File: src/rtl/brom_port_arbiter.sv
// rtl/brom_port_arbiter.sv - boot ROM port arbiter: fetch (16-bit) vs data (byte) on one single-port ROM
// Optional BROM_ARB_PERF_EN adds conflict / forced-grant counters.
module brom_port_arbiter #(
  parameter int STARVE_LIMIT = 4,
  parameter int CNT_W        = 4
) (
  input  logic        i_clk,
  input  logic        i_rst,
  input  logic        i_if_req,
  input  logic [8:0]  i_if_addr,
  output logic        o_if_gnt,
  output logic        o_if_valid,
  output logic [15:0] o_if_insn,
  input  logic        i_d_req,
  input  logic [9:0]  i_d_addr,
  output logic        o_d_gnt,
  output logic        o_d_valid,
  output logic [7:0]  o_d_data,
  output logic        o_rom_en,
  output logic [8:0]  o_rom_addr,
  input  logic [7:0]  i_rom_dout_h,
  input  logic [7:0]  i_rom_dout_l
`ifdef BROM_ARB_PERF_EN
  ,
  output logic [15:0] o_conflict_cnt,
  output logic [15:0] o_force_cnt
`endif
);

  typedef enum logic [1:0] {OWN_NONE, OWN_IF, OWN_D} owner_t;

  owner_t           r_owner;
  logic             r_sel;
  logic [CNT_W-1:0] r_starve_cnt;
  logic [15:0]      r_if_hold;
  logic [7:0]       r_d_hold;
  logic [8:0]       r_last_addr;

  logic        w_force;
  logic        w_if_gnt;
  logic        w_d_gnt;
  logic        w_if_resp;
  logic        w_d_resp;
  logic [15:0] w_rom_word;
  logic [7:0]  w_d_byte;

  assign w_force  = (r_starve_cnt >= CNT_W'(STARVE_LIMIT));
  assign w_d_gnt  = !i_rst && i_d_req && (!i_if_req || w_force);
  assign w_if_gnt = !i_rst && i_if_req && !w_d_gnt;

  // Reset masks a response owed to a grant made just before reset.
  assign w_if_resp  = (r_owner == OWN_IF) && !i_rst;
  assign w_d_resp   = (r_owner == OWN_D) && !i_rst;
  assign w_rom_word = {i_rom_dout_h, i_rom_dout_l};
  assign w_d_byte   = r_sel ? i_rom_dout_l : i_rom_dout_h;

  assign o_if_gnt   = w_if_gnt;
  assign o_d_gnt    = w_d_gnt;
  assign o_rom_en   = w_if_gnt || w_d_gnt;
  assign o_rom_addr = w_if_gnt ? i_if_addr : (w_d_gnt ? i_d_addr[9:1] : r_last_addr);
  assign o_if_valid = w_if_resp;
  assign o_d_valid  = w_d_resp;
  assign o_if_insn  = i_rst ? 16'hF000 : (w_if_resp ? w_rom_word : r_if_hold);
  assign o_d_data   = i_rst ? 8'h00 : (w_d_resp ? w_d_byte : r_d_hold);

  always_ff @(posedge i_clk) begin
    if (i_rst) begin
      r_owner      <= OWN_NONE;
      r_sel        <= 1'b0;
      r_starve_cnt <= '0;
      r_if_hold    <= 16'hF000;
      r_d_hold     <= 8'h00;
      r_last_addr  <= 9'h000;
    end else begin
      if (i_d_req && !w_d_gnt) begin
        if (r_starve_cnt != {CNT_W{1'b1}})
          r_starve_cnt <= r_starve_cnt + 1'b1;
      end else begin
        r_starve_cnt <= '0;
      end

      if (w_if_gnt) begin
        r_owner     <= OWN_IF;
        r_last_addr <= i_if_addr;
      end else if (w_d_gnt) begin
        r_owner     <= OWN_D;
        r_sel       <= i_d_addr[0];
        r_last_addr <= i_d_addr[9:1];
      end else begin
        r_owner <= OWN_NONE;
      end

      if (w_if_resp)
        r_if_hold <= w_rom_word;
      if (w_d_resp)
        r_d_hold <= w_d_byte;
    end
  end

`ifdef BROM_ARB_PERF_EN
  logic [15:0] r_conflict_cnt;
  logic [15:0] r_force_cnt;

  always_ff @(posedge i_clk) begin
    if (i_rst) begin
      r_conflict_cnt <= 16'h0000;
      r_force_cnt    <= 16'h0000;
    end else begin
      if (i_if_req && i_d_req && r_conflict_cnt != 16'hFFFF)
        r_conflict_cnt <= r_conflict_cnt + 16'h0001;
      // Only conflicts resolved by the starvation limit count as forced.
      if (i_if_req && w_d_gnt && r_force_cnt != 16'hFFFF)
        r_force_cnt <= r_force_cnt + 16'h0001;
    end
  end

  assign o_conflict_cnt = r_conflict_cnt;
  assign o_force_cnt    = r_force_cnt;
`endif

endmodule

File: config.mk
export PLATFORM = sky130hd
export DESIGN_NAME = brom_port_arbiter
export DESIGN_NICKNAME = d
export VERILOG_FILES = /design/src/rtl/brom_port_arbiter.sv
export SDC_FILE = /design/constraint.sdc
export NUM_CORES = 1
export LEC_CHECK = 0
export CAP_MARGIN = 20
export CORE_MARGIN = 8
export CORE_UTILIZATION = 47
export DETAILED_ROUTE_END_ITERATION = 16
export HOLD_SLACK_MARGIN = 0.06
export PLACE_DENSITY = 0.92
export SYNTH_ARGS = -nofsm -noshare
export SYNTH_HDL_FRONTEND = slang
export SYNTH_SLANG_ARGS = --single-unit
File: constraint.sdc
create_clock -name i_clk -period 2.6 [get_ports i_clk]
set_clock_uncertainty 0.2 [all_clocks]
set_input_delay 0.39 -clock i_clk [delete_from_list [all_inputs] [get_ports i_clk]]
set_output_delay 0.39 -clock i_clk [all_outputs]
set_load 0.01 [all_outputs]
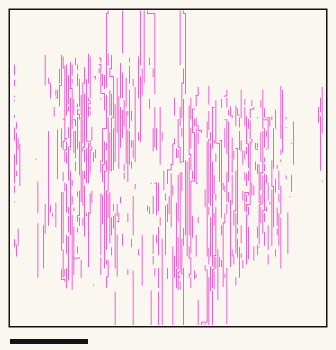
(images/m2.png)
The bar under the picture is 20 microns long.
- share of all routed wire: 47%
- nets with wire on the layer: 300
- longest straight run: 29.2 microns
- main direction: vertical
met2 usage: 0.304
Routed WL: 6040 microns
overall via count from detail_route: 1,959

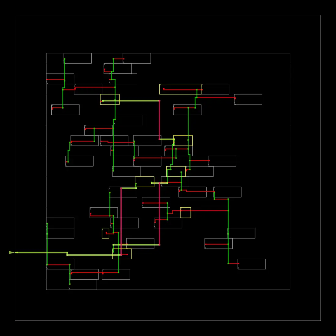
(images/clock_nets.png)
clock network power: 0.506 mW
number of clock buffers in the layout: 5
clock latency at the later pin of the worst-skew pair: 0.29 ns

==> results_tabular.tex <==
% Yosys + OpenROAD metrics
\begin{tabular}{lr}
\hline
Metric & Value \\
\hline
\multicolumn{2}{l}{\textbf{Outcome}} \\
\quad Status & complete, no violations \\
\multicolumn{2}{l}{\textbf{Synth}} \\
\quad Dominant cells by area after synthesis & sky130\_fd\_sc\_hd\_\_dfxtp\_1 41\%, sky130\_fd\_sc\_hd\_\_mux2i\_1 7.1\%, sky130\_fd\_sc\_hd\_\_nand2\_1 6.1\%, sky130\_fd\_sc\_hd\_\_a211oi\_2 3.8\%, sky130\_fd\_sc\_hd\_\_a21oi\_1 3.8\% \\
\quad Fraction of synthesized cell area taken by the top area cell type & 0.406 \\
\quad Number of nets produced by synthesis & about 260 \\
\quad Cell total in the yosys stat output & $\sim$220 \\
\quad Number of synthesized register bits & 40 \\
\quad Synthesized-area fraction occupied by ao, oa, aoi and oai cells & 0.217 \\
\quad Top cells by instance count after synthesis & 40 x sky130\_fd\_sc\_hd\_\_dfxtp\_1, 32 x sky130\_fd\_sc\_hd\_\_nand2\_1, 15 x sky130\_fd\_sc\_hd\_\_a21oi\_1, 14 x sky130\_fd\_sc\_hd\_\_mux2i\_1, 14 x sky130\_fd\_sc\_hd\_\_nor2\_1 \\
\multicolumn{2}{l}{\textbf{Final timing}} \\
\quad Accumulated negative setup slack & 0 ns \\
\quad Actual transition at the worst max-transition pin & just over 0.5 ns \\
\quad Achievable Freq & 392 MHz \\
\quad Setup slack of the critical path after layout & 0.0472 ns \\
\multicolumn{2}{l}{\textbf{Flow run}} \\
\quad Number of warning messages in the logs & 26 \\
\quad Max-cap check violation count & 0 \\
\multicolumn{2}{l}{\textbf{Die}} \\
\quad Core Box Area & 4030 sq um \\
\quad Number of tap cells added at floorplan & around 50 \\
\quad Floorplan die height & $\sim$81 microns \\
\quad Number of placement rows & 23 \\
\multicolumn{2}{l}{\textbf{Critical path}} \\
\quad CP endpoint & o\_rom\_addr[0] \\
\quad Required time of the worst setup path & 2.01 ns \\
\quad Critical path depth & 6 \\
\multicolumn{2}{l}{\textbf{Layout}} \\
\quad Multi-In Gates & about 150 \\
\quad Non-clock buffer share & 0.321 \\
\quad Most instantiated logic cell after routing & sky130\_fd\_sc\_hd\_\_clkdlybuf4s50\_1 \\
\multicolumn{2}{l}{\textbf{Hold path}} \\
\quad Hold worst-path end & r\_starve\_cnt[0] \\
\quad Path type of the worst min-delay path & reg -> reg \\
\multicolumn{2}{l}{\textbf{Clock network}} \\
\quad Maximum clock path buffer count & 2 \\
\quad Number of cells upsized or downsized after cts & 32 \\
\quad Clock transition at the registers of the reported paths & around 0.080 ns \\
\quad CTS sink cnt & 40 \\
\multicolumn{2}{l}{\textbf{Detailed routing}} \\
\quad Post-DRT Antenna Nets & 0 \\
\quad Violation tally from detailed-route iteration zero & 64 \\
\multicolumn{2}{l}{\textbf{Power}} \\
\quad Fraction of power consumed by sequential logic & 0.434 \\
\quad Total sequential power & 0.665 mW \\
\quad Portion of total power attributed to combinational logic & 0.235 \\
\quad P\_leak & roughly 1.4 nW \\
\quad Cell Pwr Density & approximately 500 nW/um\^{}2 \\
\quad Peak ir drop on the vdd network & 0.342 mV \\
\quad Net Sw Frac & 0.264 \\
\multicolumn{2}{l}{\textbf{Placed design}} \\
\quad DP Area & about 2900 sq um \\
\quad Hpwl dp & about 4300 microns \\
\multicolumn{2}{l}{\textbf{Global route}} \\
\quad Maximum number of pins on one net before global-route repair & 30 \\
\quad Number of antenna violations at the first check in global routing & 0 \\
\hline
\end{tabular}
## per-layer routing
| layer | wire [microns] | vias to the layer above | global-route usage |
|---|---|---|---|
| met4 | 89 | 0 | 0.0589 |
| met1 | 2430 | 899 | 0.202 |
| li1 | - | 955 | - |
| met5 | 0 | - | 0 |
| met2 | 2860 | 91 | 0.304 |
| met3 | 656 | 14 | 0.0795 |
## registers in the layout (all words and copies together) (netlist names)
signal	count
r_if_hold	16
r_last_addr	9
r_d_hold	8
r_starve_cnt	4
r_owner	2
r_sel	1
## kinds of logic (layout without fill, tap and decap cells)
| logic type | Yosys count | count (layout) |
|---|---|---|
| simple gates | 75 | 75 |
| buf+inv | 31 | 122 |
| flops | 40 | 40 |
| other cells | 1 | 1 |
| fa+ha+maj | 1 | 1 |
| compound gates | 57 | 57 |
| mux | 18 | 18 |
Power figures rest on the tool's default switching activity, not on a simulated workload.
